--- src/rtl/bin2bcd_scan_if.sv ---
// Handshake/display bus between the CPU debug path and the BCD scan driver.
interface bin2bcd_scan_if #(
  parameter int unsigned DIGITS = 8,
  parameter int unsigned BIN_W  = 27
);
  logic [BIN_W-1:0]  bin_in;
  logic              start;
  logic              lzb;
  logic              busy;
  logic              done;
  logic              ovf;
  logic [3:0]        bcd;
  logic [DIGITS-1:0] an;

  modport master (
    output bin_in, start, lzb,
    input  busy, done, ovf, bcd, an
  );

  modport slave (
    input  bin_in, start, lzb,
    output busy, done, ovf, bcd, an
  );
endinterface

--- src/rtl/bin2bcd_scan.sv ---
// Sequential double-dabble binary-to-BCD converter feeding a time-multiplexed
// digit scan with active-low one-hot anodes and optional leading-zero blanking.
module bin2bcd_scan #(
  parameter int unsigned DIGITS      = 8,
  parameter int unsigned BIN_W       = 27,
  parameter int unsigned REFRESH_DIV = 100000
) (
  input  logic          clk,
  input  logic          rst,
  bin2bcd_scan_if.slave bus
);

  localparam int unsigned DW    = 4 * DIGITS;
  localparam int unsigned IterW = $clog2(BIN_W + 1);
  localparam int unsigned IdxW  = (DIGITS > 1) ? $clog2(DIGITS) : 1;
  localparam int unsigned CntW  = (REFRESH_DIV > 1) ? $clog2(REFRESH_DIV) : 1;

  function automatic logic [63:0] max_val(input int unsigned n);
    logic [63:0] p;
    p = 64'd1;
    for (int unsigned i = 0; i < n; i++) p = p * 64'd10;
    return p - 64'd1;
  endfunction

  localparam logic [63:0] MaxVal = max_val(DIGITS);

  typedef enum logic [0:0] {StIdle, StConv} state_e;

  state_e           state_q, state_d;
  logic [BIN_W-1:0] shift_q, shift_d;
  logic [DW-1:0]    acc_q, acc_d;
  logic [IterW-1:0] iter_q, iter_d;
  logic             pend_q, pend_d;
  logic             ovf_q, ovf_d;
  logic             done_q, done_d;
  logic [DW-1:0]    disp_q, disp_d;
  logic [DW-1:0]    acc_adj;
  logic [DW-1:0]    acc_next;

  always_ff @(posedge clk or posedge rst) begin
    if (rst) begin
      state_q <= StIdle;
      shift_q <= '0;
      acc_q   <= '0;
      iter_q  <= '0;
      pend_q  <= 1'b0;
      ovf_q   <= 1'b0;
      done_q  <= 1'b0;
      disp_q  <= '1;
    end else begin
      state_q <= state_d;
      shift_q <= shift_d;
      acc_q   <= acc_d;
      iter_q  <= iter_d;
      pend_q  <= pend_d;
      ovf_q   <= ovf_d;
      done_q  <= done_d;
      disp_q  <= disp_d;
    end
  end

  always_comb begin
    state_d = state_q;
    shift_d = shift_q;
    acc_d   = acc_q;
    iter_d  = iter_q;
    pend_d  = pend_q;
    ovf_d   = ovf_q;
    done_d  = 1'b0;
    disp_d  = disp_q;
    acc_adj = acc_q;
    for (int unsigned i = 0; i < DIGITS; i++) begin
      if (acc_q[4*i +: 4] >= 4'd5) acc_adj[4*i +: 4] = acc_q[4*i +: 4] + 4'd3;
    end
    acc_next = {acc_adj[DW-2:0], shift_q[BIN_W-1]};

    case (state_q)
      StIdle: begin
        if (bus.start) begin
          shift_d = bus.bin_in;
          acc_d   = '0;
          iter_d  = '0;
          pend_d  = 64'(bus.bin_in) > MaxVal;
          state_d = StConv;
        end
      end
      StConv: begin
        acc_d   = acc_next;
        shift_d = shift_q << 1;
        iter_d  = iter_q + IterW'(1);
        // A bit carried out of the top digit can only mean overflow.
        pend_d  = pend_q | acc_adj[DW-1];
        if (iter_q == IterW'(BIN_W - 1)) begin
          state_d = StIdle;
          done_d  = 1'b1;
          ovf_d   = pend_d;
          disp_d  = pend_d ? '1 : acc_next;
        end
      end
      default: state_d = StIdle;
    endcase
  end

  // Scan path: blanking is applied live so LZB takes effect on the next slot.
  logic [DW-1:0]     shown;
  logic              seen_nz;
  logic [CntW-1:0]   cnt_q;
  logic [IdxW-1:0]   idx_q;
  logic [3:0]        bcd_q;
  logic [DIGITS-1:0] an_q;

  always_comb begin
    shown   = disp_q;
    seen_nz = 1'b0;
    for (int i = int'(DIGITS) - 1; i >= 0; i--) begin
      if (disp_q[4*i +: 4] != 4'd0) seen_nz = 1'b1;
      if (bus.lzb && !seen_nz && i != 0) shown[4*i +: 4] = 4'hF;
    end
  end

  always_ff @(posedge clk or posedge rst) begin
    if (rst) begin
      cnt_q <= '0;
      idx_q <= '0;
      bcd_q <= 4'hF;
      an_q  <= '1;
    end else if (cnt_q == CntW'(REFRESH_DIV - 1)) begin
      cnt_q <= '0;
      idx_q <= (idx_q == IdxW'(DIGITS - 1)) ? '0 : idx_q + IdxW'(1);
      bcd_q <= shown[{idx_q, 2'b00} +: 4];
      an_q  <= ~(DIGITS'(1) << idx_q);
    end else begin
      cnt_q <= cnt_q + CntW'(1);
    end
  end

  assign bus.busy = (state_q == StConv);
  assign bus.done = done_q;
  assign bus.ovf  = ovf_q;
  assign bus.bcd  = bcd_q;
  assign bus.an   = an_q;

endmodule

--- src/flat_wrapper.sv ---
// flat-port wrapper written by rule: the top's interface ports become plain ports
module bin2bcd_scan_flat 
#(
  parameter int unsigned DIGITS      = 8,
  parameter int unsigned BIN_W       = 27,
  parameter int unsigned REFRESH_DIV = 100000
)
  (clk, rst, bus_bin_in, bus_start, bus_lzb, bus_busy, bus_done, bus_ovf, bus_bcd, bus_an);
  bin2bcd_scan_if #(.DIGITS(DIGITS), .BIN_W(BIN_W)) bus_i ();
  input  logic clk;
  input  logic rst;
  input wire logic [$bits(bus_i.bin_in)-1:0] bus_bin_in;
  input wire logic [$bits(bus_i.start)-1:0] bus_start;
  input wire logic [$bits(bus_i.lzb)-1:0] bus_lzb;
  output wire logic [$bits(bus_i.busy)-1:0] bus_busy;
  output wire logic [$bits(bus_i.done)-1:0] bus_done;
  output wire logic [$bits(bus_i.ovf)-1:0] bus_ovf;
  output wire logic [$bits(bus_i.bcd)-1:0] bus_bcd;
  output wire logic [$bits(bus_i.an)-1:0] bus_an;
  assign bus_i.bin_in = bus_bin_in;
  assign bus_i.start = bus_start;
  assign bus_i.lzb = bus_lzb;
  assign bus_busy = bus_i.busy;
  assign bus_done = bus_i.done;
  assign bus_ovf = bus_i.ovf;
  assign bus_bcd = bus_i.bcd;
  assign bus_an = bus_i.an;
  bin2bcd_scan #(.DIGITS(DIGITS), .BIN_W(BIN_W), .REFRESH_DIV(REFRESH_DIV)) u_core (.clk(clk), .rst(rst), .bus(bus_i));
endmodule
--- config.mk ---
export PLATFORM = sky130hd
export DESIGN_NAME = bin2bcd_scan_flat
export DESIGN_NICKNAME = d
export VERILOG_FILES = /design/src/rtl/bin2bcd_scan_if.sv /design/src/rtl/bin2bcd_scan.sv /design/src/flat_wrapper.sv
export SDC_FILE = /design/constraint.sdc
export NUM_CORES = 1
export LEC_CHECK = 0
export CORE_MARGIN = 5
export CORE_UTILIZATION = 45
export CTS_CLUSTER_DIAMETER = 100
export CTS_CLUSTER_SIZE = 20
export DETAILED_ROUTE_END_ITERATION = 16
export PLACE_DENSITY = 0.7
export SYNTH_ARGS = -nofsm -noshare
export SYNTH_HDL_FRONTEND = slang
export SYNTH_SLANG_ARGS = --single-unit
--- constraint.sdc ---
create_clock -name clk -period 5.63 [get_ports clk]
set_clock_uncertainty 0.1 [all_clocks]
set_input_delay 0.563 -clock clk [delete_from_list [all_inputs] [get_ports clk]]
set_output_delay 0.563 -clock clk [all_outputs]
set_load 0.005 [all_outputs]
==> notes.md, run 1 <==
Drt
* met4 — uppermost routed layer
* 0 — number of remaining DRC errors
* 6.93 mm — detailed-routed wire length on met2
* 417 — number of violations reported at the end of detailed-routing iteration 0
* 0 — number of nets still failing antenna checks after routing
* 5.52 — average via count per standard cell
* 6.88 mm — DRT met1 WL
* 5 — first-pass iteration count of the detailed router
* 808 um — met3 routed WL

Outcome
* finished clean — status

Global routing
* 0 — number of antenna violations at the first check in global routing
* 4.77% — fraction of met3 tracks used by global routing
* 23.2% — fraction of met1 tracks used by global routing
* 5,328 — number of global-route vias before repair
* met2 — layer carrying the most global-route usage
* 25.8 mm — wire length of the first global-routing pass
* 27.4% — M2 GR Usage
* 0 — overflow left after global routing
* 66 — pin count of the biggest net entering global routing

Clock network
* 0 — Post-CTS Resized
* clkbuf_16 — Clock Tree Root
* done — TritonCTS clock tree
* 0.06 ns — Clock transition at path regs
* 2 — clock buffer depth
* 0.42 ns — Latency at later pin
* 17 — number of buffers created by CTS
* 0 — hold bufs inserted after CTS
* 4 — CTS H-Tree Depth
* 0 — Post-CTS Setup Bufs

Worst hold path
* flop to flop — kind of path behind the tightest hold check
* u_core.bus.bcd[1] — hold-critical path endpoint
* u_core.bus.bcd[1] — hold path startpoint
* 2 — Hold Path Depth

Synth
* 16.1% — complex-gate fraction of the synthesized area
* 707 — number of instances in the synthesized netlist
* 18.3% — area fraction in and, or, nand and nor cells
* 4.46% — adder share
* 6.58% — mux frac, synth
* 7010 um2 — Chip Area, Yosys
* 763 — net count of the mapped netlist
* 31.4% — top area contributor share
* 7010 um2 — area of the mapped netlist
* 0 — number of flops mapped to enable cells by yosys
* simple AND/OR/NAND/NOR gates — Synth logic family
* 9.92 um2 — average cell area after synthesis
* 61 — synth unique cells
* 100% — async set or reset register ratio after synthesis
* 132 — Flops after synth
* dfrtp_1, nor2_1, nand2_1, o21ai_1, mux2i_1 — leading cell types by count after synthesis
* dfrtp_1 — Top FF cell, synth
* dfrtp_1, dfstp_2, mux2i_1 — leading cell types by total area after synthesis

Timing
* 0 — Max Transition Viols Final
* false — setup repair after global routing missed its margin
* 26.9% — relative max-transition margin
* 1.10 ns — transition time of the tightest slew-check pin
* 51.3% — ratio of final minimum period to clock period
* 0 — final setup vio count
* 0 — count of final hold-check violations
* 2.89 ns — Final Critical Period
* 0 ns — final-layout setup total negative slack

Setup path
* nand4_1 -> inv_2 -> nor2_1 -> a41oi_1 — ordered cell list for the critical path
* 1 — Crit path buffers/inverters
* u_core.disp_q[7] — capture point of the critical path
* 0.87 ns — delay contributed by the slowest stage of the critical path
* 5.85 ns — endpoint required time on the critical path
* u_core.disp_q[7] — destination of the worst register-to-register timing path
* inv_2 — Crit-path slowest cell
* u_core.bus.busy — worst setup path start
* 4 — number of cells on the worst reg-to-reg path
* 3.11 ns — arrival time reported for the critical path endpoint
* u_core.bus.busy — reg-to-reg startpoint
* 4 — number of gates on the worst path with buffers counted
* flop — CP endpoint kind
* flop — CP startpoint kind

Power
* 32.4% — fraction of power consumed by combinational cells
* 1310 uW — combinational gate power
* 1440 uW — switching power of the nets
* 25.3% — clock network power share
* 35.7% — share of total power consumed by net switching
* 2600 uW — P_int
* 1710 uW — sequential power
* registers — leading power group
* 0.000250 V — Peak supply drop
* 4040 uW — overall power consumption
* 498 nW/um2 — PwrDens
* 42.3% — sequential fraction of design power
* 0.00345 uW — Leak Pwr

Final layout
* 791 — number of nets in the final layout
* 0 — number of diodes
* 5.86% — Layout non-clock buf frac
* 41.7% — share of the final layout cell area in multi-input gates
* logic gates — cell class with the largest area share
* dfrtp_1 — most numerous logic cell after layout
* 41.4% — share of the final layout cell area in sequential cells
* 12.0% — layout cells sized above 1
* dfrtp_1, nor2_1, nand2_1 — most frequent cells in the layout
* 513 — multi-input combinational cell count
* 6.72% — clock-cell share of area
* 49 — count of non-CTS buffers in the layout
* 3360 um2 — register area

Die
* 18,200 um2 — chip area
* 135 um — horizontal die dimension
* 46 — I/O pin cnt
* 211 — number of tap instances
* 45 — std cell rows
* 135 um — Vert. Die Dim

Placed design
* 0.858 — Placer Congestion

Job
* 0 — max-capacitance violation count
* 39 — tool warnings

==> run 1: per-stage QoR <==
stage	hold slack (ns)	instance area, um2	setup WS, ns	std cells
6_report	0.364	8120	2.74	959
2_1_floorplan	0.350	7010	1.51	707
5_1_grt	0.376	8120	2.44	959
3_5_place_dp	0.356	7570	2.75	927
3_3_place_gp	0.352	7570	2.80	927
4_1_cts	0.364	8120	2.73	959
==> run 1: flip-flops by register name, summed over array words and instances (netlist names) <==
name	cells
u_core.disp_q	32
u_core.pend_q	1
u_core.idx_q	3
u_core.bus.an	8
u_core.bus.ovf	1
u_core.bus.bcd	4
u_core.cnt_q	17
u_core.bus.done	1
u_core.acc_q	32
u_core.bus.busy	1
u_core.shift_q	27
u_core.iter_q	5
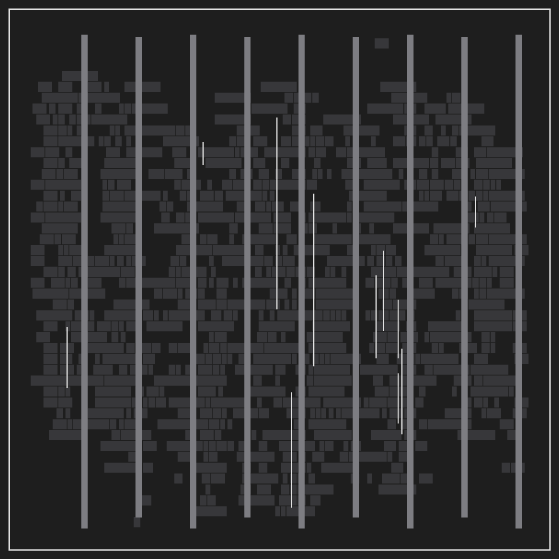
run_1/layer_met4.png
Drawn at 4 px/um. Supply wires on this layer in grey. Cells faint in the background.
longest straight run	47.6 um
nets with wire on the layer	9
DRT Wirelength: 14.9 mm
total number of vias: 5,293

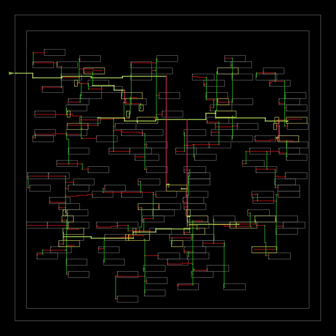
run_1/clocks.png
clkbuf count: 27
Clock net power: 1020 uW
number of sinks driven by the clock tree: 132
seq_cells: 132

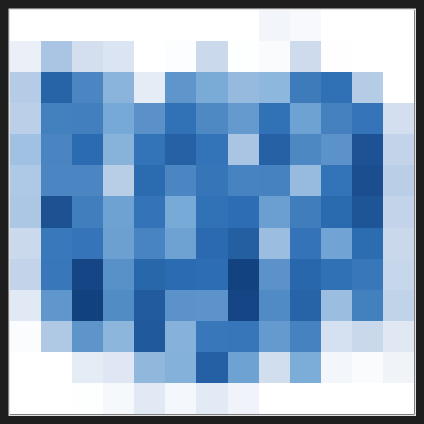
run_1/cell_density.png
Drawn at 3 px/um. 13 x 13 tiles, from white (low) to dark blue (high), 0 to 100% covered.
fullest tile	93%
tiles over 75% full	15%
mean over tiles	43%
nearly empty tiles	17%
densest ninth of the die	centre
final core utilization: 53.2%
initial core utilization: 46.0%
Core Footprint: 15,300 um2

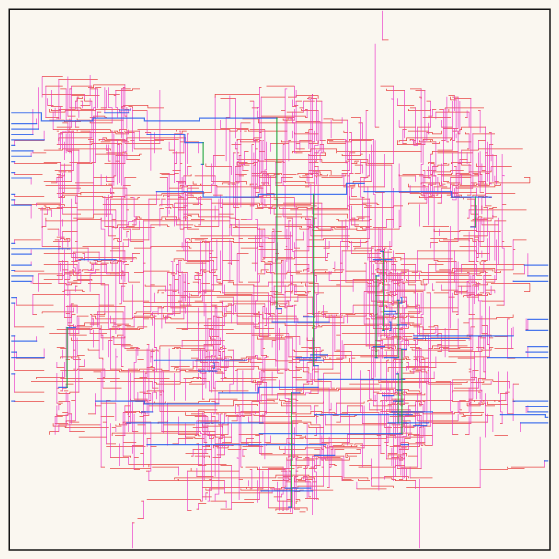
run_1/wires.png
Drawn at 4 px/um.
colour	layer	wire length
blue	metal 3	808 um
red	metal 1	6,880 um
green	metal 4	235 um
magenta	metal 2	6,930 um
overall global routing resource usage: 17.3%
average wire per cell in the routed design: 15.5 um

--- run 2 (diff from run 1) ---
--- a/config.mk
+++ b/config.mk
@@ -10,7 +10,7 @@
 export CTS_CLUSTER_DIAMETER = 100
 export CTS_CLUSTER_SIZE = 20
 export DETAILED_ROUTE_END_ITERATION = 16
-export PLACE_DENSITY = 0.7
+export PLACE_DENSITY = 0.73
 export SYNTH_ARGS = -nofsm -noshare
 export SYNTH_HDL_FRONTEND = slang
 export SYNTH_SLANG_ARGS = --single-unit
==> constraint.sdc (replaced) <==
create_clock -name clk -period 2.6 [get_ports clk]
set_clock_uncertainty 0.1 [all_clocks]
set_input_delay 0.26 -clock clk [delete_from_list [all_inputs] [get_ports clk]]
set_output_delay 0.26 -clock clk [all_outputs]
set_load 0.005 [all_outputs]
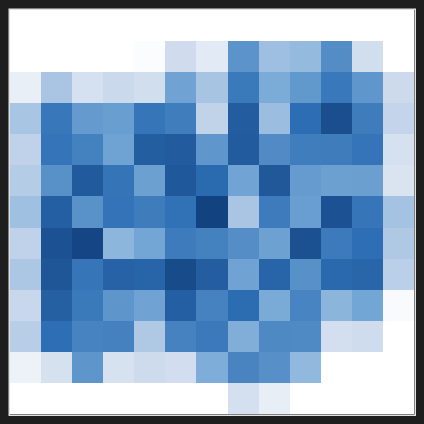
run_2/cell_density.png
Drawn at 3 px/um. 13 x 13 tiles, from white (low) to dark blue (high), 0 to 100% covered.
final core utilization: 54.2%

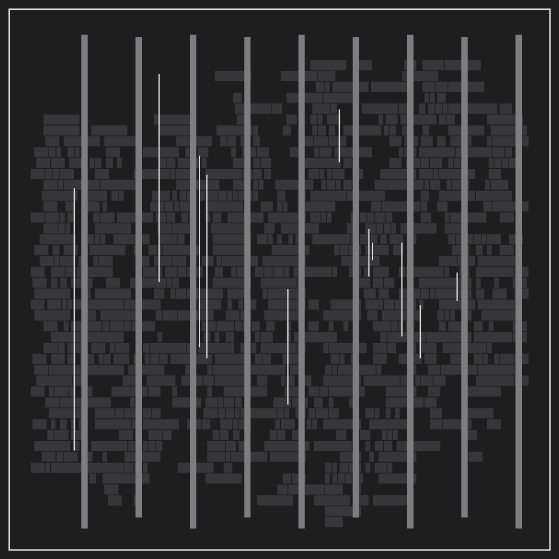
run_2/layer_met4.png
Drawn at 4 px/um. Supply wires on this layer in grey. Cells faint in the background.
nets with wire on the layer	7
wire length on this layer	310 um
longest straight run	65.3 um
DRT Wirelength: 15.0 mm
total number of vias: 5,392

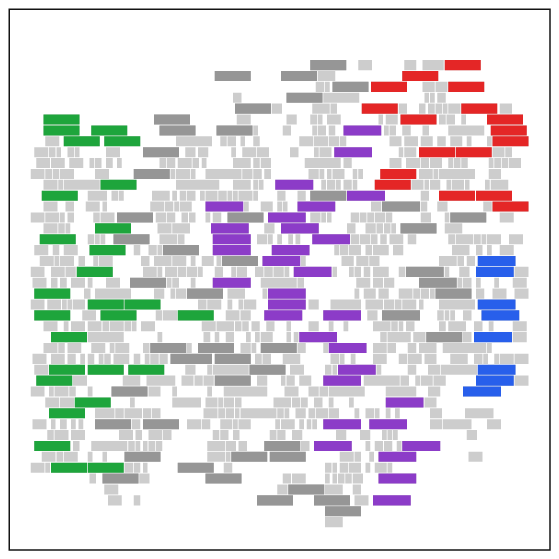
run_2/flops_by_reg.png
Drawn at 4 px/um. Other sequential cells in the stronger grey, the rest of the logic in the fainter grey.
colour	netlist name	placed flops
blue	u_core.bus.an	8
purple	u_core.disp_q	32
red	u_core.cnt_q	17
green	u_core.shift_q	27
share of the final layout cell area in sequential cells: 40.6%
sequential power: 3650 uW

==> run 2 against run 1 <==
  * Synthesized area unchanged
  * Clock power up 130%
  * Routed wire length up 0.79%
  * Setup slack worse by 2.5 ns
  * Sequential power up 110%
  * Via count up 1.9%
  * Hold slack worse by 0.18 ns
  * Final cell count up 0.94%
  * Sequential share of layout area down 0.78 points
  * Flip-flop count unchanged
  * Die size unchanged
  * Largest cell class unchanged
  * Largest power group unchanged
  * Highest routed layer unchanged
==> notes.md, run 2 <==
Clock network
* 2 — clock buffer depth
* clkbuf_16 — Clock Tree Root
* done — TritonCTS clock tree
* 17 — number of buffers created by CTS
* 0.43 ns — Latency at later pin

Timing
* 52.1% — relative max-transition margin
* 0 — Max Transition Viols Final
* 0 — count of final hold-check violations
* 2.35 ns — Final Critical Period
* 0.185 ns — final-layout worst hold slack
* 0.719 ns — transition time of the tightest slew-check pin
* 0.245 ns — Setup WS post-layout
* 0 — final setup vio count
* false — setup repair after global routing missed its margin

Final layout
* dfrtp_1, nor2_1, nand2_1 — most frequent cells in the layout
* 8280 um2 — Final Cell Area
* u_core.acc_q (32), u_core.disp_q (32), u_core.shift_q (27) — largest registers ranked by flip-flop count
* 968 — filler-free cell count of the finished design
* dfrtp_1 — most numerous logic cell after layout
* 0 — number of diodes
* 800 — number of nets in the final layout

Drt
* 298 — number of violations reported at the end of detailed-routing iteration 0
* 0 — number of remaining DRC errors
* 7 — first-pass iteration count of the detailed router
* 15.5 um — average wire per cell in the routed design

Global routing
* 26.0 mm — wire length of the first global-routing pass
* 0 — number of antenna violations at the first check in global routing
* 0 — overflow left after global routing

Setup path
* 6 — number of cells on the worst reg-to-reg path
* clkdlybuf4s50_1 — Crit-path slowest cell
* u_core.bus.bcd[2] — destination of the worst register-to-register timing path
* flop — CP startpoint kind
* u_core.bus.busy — worst setup path start
* 1.99 ns — arrival time reported for the critical path endpoint
* 2 — number of gates on the worst path with buffers counted

Power
* 32.5% — fraction of power consumed by combinational cells
* 8950 uW — overall power consumption
* 0.00353 uW — Leak Pwr
* 40.8% — sequential fraction of design power
* 5830 uW — P_int
* 0.000633 V — Peak supply drop
* 34.9% — share of total power consumed by net switching
* 26.7% — clock network power share
* 3120 uW — switching power of the nets

Die
* 135 um — Vert. Die Dim
* 45 — std cell rows
* 46 — I/O pin cnt
* 46.0% — initial core utilization

Synth
* 7010 um2 — area of the mapped netlist
* dfrtp_1, nor2_1, nand2_1, o21ai_1, mux2i_1 — leading cell types by count after synthesis
* 0 — number of flops mapped to enable cells by yosys
* 61 — synth unique cells
* simple AND/OR/NAND/NOR gates — Synth logic family
* dfrtp_1, dfstp_2, mux2i_1 — leading cell types by total area after synthesis
* 6.58% — mux frac, synth
* 16.1% — complex-gate fraction of the synthesized area

Worst hold path
* primary input to async pin — kind of path behind the tightest hold check

Placed design
* 0.858 — Placer Congestion
* 0.259 ns — worst slack after detailed placement
* 936 — cell count after placement

Outcome
* finished clean — status

-- run 2: cell count changes in the layout (fill, tap and decap cells not counted), sizes merged --
| cell | change |
|---|---|
| clkinv | -1 |
| buf | +9 |
| inv | -1 |
| bufinv | +2 |
-- run 2: power by group through the flow --
stage               logic (uW)  clock network [uW]  registers [uW]
floorplan                 2310                   0            3430
global placement          2760                   0            3610
detailed placement        2930                   0            3660
CTS                       2950                2440            3640
global route              3340                2540            3750
finish                    2910                2390            3650
-- run 2: cell type report --
type	count	share of cell area [%]
repair buffers	58	7.17
flip-flops and latches	132	40.6
clock inverters	5	1.21
clock buffers	27	5.84
inverters	22	1.04
well taps	211	3.19
multi-input cells	513	40.9
-- run 2: layer usage --
metal	GRT usage, %	wire length, um
met2	28.3	7130
met4	6.84	310
met1	22.3	6750
met3	5.48	785
met5	0	0
--- run 3 (diff from run 2) ---
--- a/config.mk
+++ b/config.mk
@@ -11,6 +11,8 @@
 export CTS_CLUSTER_SIZE = 20
 export DETAILED_ROUTE_END_ITERATION = 16
 export PLACE_DENSITY = 0.73
+export RECOVER_POWER = 25
+export REMOVE_ABC_BUFFERS = 1
 export SYNTH_ARGS = -nofsm -noshare
 export SYNTH_HDL_FRONTEND = slang
 export SYNTH_SLANG_ARGS = --single-unit
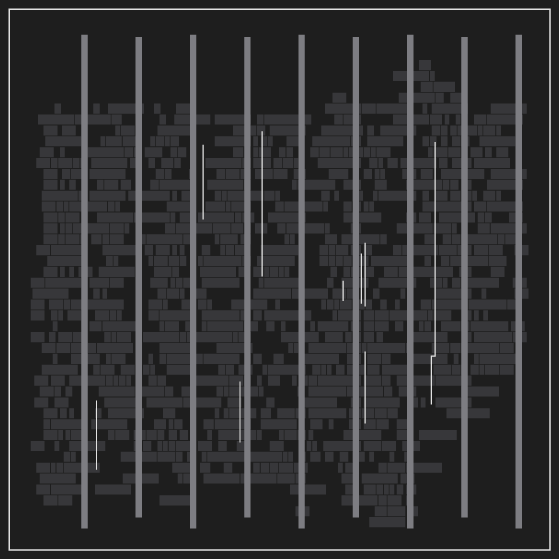
run_3/layer_met4.png
Drawn at 4 px/um. Supply wires on this layer in grey. Cells faint in the background.
share of all routed wire	1.3%
longest straight run	53.4 um
main direction	vertical
total number of vias: 5,413
DRT Wirelength: 15.3 mm

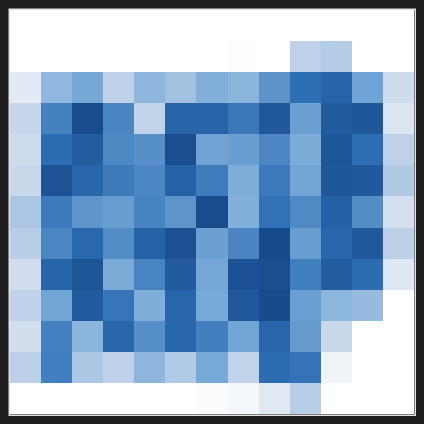
run_3/cell_density.png
Drawn at 3 px/um. 13 x 13 tiles, from white (low) to dark blue (high), 0 to 100% covered.
fullest tile	89%
tiles over 75% full	24%
mean over tiles	44%
nearly empty tiles	23%
densest ninth of the die	centre
final core utilization: 54.4%

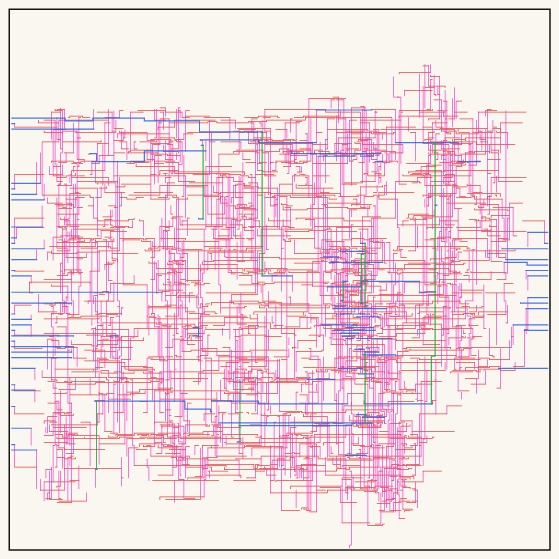
run_3/wires.png
Drawn at 4 px/um.
colour	layer	wire length
blue	metal 3	860 um
green	metal 4	203 um
magenta	metal 2	7,470 um
red	metal 1	6,780 um
average wire per cell in the routed design: 15.8 um
overall global routing resource usage: 17.6%

==> run 3 against run 2 <==
  * The run now ends with capacitance limit, slew limit left
  * Final cell count fell by 0.10%
  * Highest routed layer unchanged
  * Critical path depth rose by 4
  * Synthesized cell count did not move
  * Clock power rose by 6%
  * Die size did not move
  * Sequential share of layout area fell by 0.12 points
  * Combinational power barely moved
  * Design area rose by 0.30%
  * Flip-flop count did not move
  * Non-clock buffer count fell by 1
  * Utilization rose by 0.16 points
  * Global-route usage barely moved
  * Largest power group unchanged
==> notes.md, run 3 <==
Drt
* 323 — number of violations reported at the end of detailed-routing iteration 0
* 0 — number of remaining DRC errors
* 5.60 — average via count per standard cell
* 0 — number of nets still failing antenna checks after routing
* 5 — first-pass iteration count of the detailed router

Clock network
* 132 — number of sinks driven by the clock tree
* 0 — hold bufs inserted after CTS
* 0 — Post-CTS Setup Bufs
* 0 — Post-CTS Resized
* 4 — CTS H-Tree Depth
* clkbuf_16 — Clock Tree Root
* 17 — number of buffers created by CTS
* 2 — clock buffer depth
* 0.43 ns — Latency at later pin
* 0.05 ns — Clock transition at path regs
* done — TritonCTS clock tree

Synth
* 0 — number of flops mapped to enable cells by yosys
* 132 — Flops after synth
* 9.92 um2 — average cell area after synthesis
* dfrtp_1, dfstp_2, mux2i_1 — leading cell types by total area after synthesis
* 61 — synth unique cells
* 100% — async set or reset register ratio after synthesis
* 7010 um2 — Chip Area, Yosys
* 7010 um2 — area of the mapped netlist
* dfrtp_1 — Top FF cell, synth
* 31.4% — top area contributor share
* 707 — number of instances in the synthesized netlist

Final layout
* 40.8% — share of the final layout cell area in multi-input gates
* 513 — multi-input combinational cell count
* logic gates — cell class with the largest area share
* 13.9% — layout cells sized above 1
* 132 — seq_cells
* 23 — clkbuf count
* dfrtp_1 — most numerous logic cell after layout
* 7.60% — clock-cell share of area
* 40.5% — share of the final layout cell area in sequential cells
* 3360 um2 — register area
* 6.90% — Layout non-clock buf frac
* 22 — count of non-CTS inverters in the layout
* 8300 um2 — Final Cell Area
* 57 — count of non-CTS buffers in the layout
* u_core.acc_q (32), u_core.disp_q (32), u_core.shift_q (27) — largest registers ranked by flip-flop count

Timing
* 0.322 ns — Setup WS post-layout
* 0 — count of final hold-check violations
* 2.28 ns — Final Critical Period
* 35 — Max Transition Viols Final
* 0.322 ns — final-layout worst hold slack
* 0 — final setup vio count
* 439 MHz — highest attainable clock frequency
* 1.70 ns — transition time of the tightest slew-check pin
* -14.3% — relative max-transition margin
* 87.6% — ratio of final minimum period to clock period
* false — setup repair after global routing missed its margin

Setup path
* 6 — number of cells on the worst reg-to-reg path
* 2.52 ns — arrival time reported for the critical path endpoint
* u_core.bus.an[0] — destination of the worst register-to-register timing path
* u_core.cnt_q[12] — reg-to-reg startpoint
* 2.84 ns — endpoint required time on the critical path
* u_core.cnt_q[12] — worst setup path start
* u_core.bus.an[0] — capture point of the critical path
* flop to flop — kind of critical path

Power
* 1090 nW/um2 — PwrDens
* 2910 uW — combinational gate power
* 27.9% — clock network power share
* registers — leading power group
* 3150 uW — switching power of the nets
* 3630 uW — sequential power
* 0.000566 V — Peak supply drop
* 32.1% — fraction of power consumed by combinational cells
* 34.7% — share of total power consumed by net switching
* 40.1% — sequential fraction of design power
* 9070 uW — overall power consumption
* 5920 uW — P_int
* 0.00354 uW — Leak Pwr
* 2530 uW — Clock net power

Placed design
* 7670 um2 — area of placed instances
* 0.902 — Placer Congestion
* 935 — cell count after placement
* 0.0655 ns — worst slack after detailed placement

Die
* 135 um — Vert. Die Dim
* 45 — std cell rows
* 135 um — horizontal die dimension
* 46.0% — initial core utilization
* 211 — number of tap instances
* 18,200 um2 — chip area
* 15,300 um2 — Core Footprint
* 46 — I/O pin cnt

Global routing
* 5,490 — number of global-route vias before repair
* 65 — pin count of the biggest net entering global routing
* 0 — number of antenna violations at the first check in global routing
* 0 — overflow left after global routing
* 26.1 mm — wire length of the first global-routing pass

Worst hold path
* 3 — Hold Path Depth
* primary input to flop — kind of path behind the tightest hold check
* u_core.bus.busy — hold-critical path endpoint
* bus_start — hold path startpoint

Outcome
* finished, violations left — status
* capacitance limit, slew limit — violations in the final reports

Job
* 1 — max-capacitance violation count
* 38 — tool warnings

## run 3: cell families (layout without fill, tap and decap cells)
kind of cell / after synthesis / after routing / share of synthesized area [%]
simple gates: 247 / 247 / 18.3
xor+xnor: 23 / 23 / 2.87
flops: 132 / 132 / 47.9
mux: 46 / 46 / 6.58
buf+inv: 62 / 111 / 3.78
fa+ha+maj: 25 / 25 / 4.46
compound gates: 172 / 172 / 16.1
## run 3: critical path, cell delays in order, from the launching register on
cell	delay (ns)
dfrtp_1	0.43
nor4b_2	0.38
and4b_1	0.28
and4_1	0.51
buf_4	0.27
nor2_1	0.06
a31oi_1	0.17
## run 3: layer usage
layer  part of all wire [%]  up-vias  track usage (%)
li1                       -     2606                -
met1                     44     2642             21.9
met2                     49      145             29.3
met3                    5.6       20             5.70
met4                    1.3        0             5.26
met5                      0        -                0
Power and IR drop assume default switching activity.
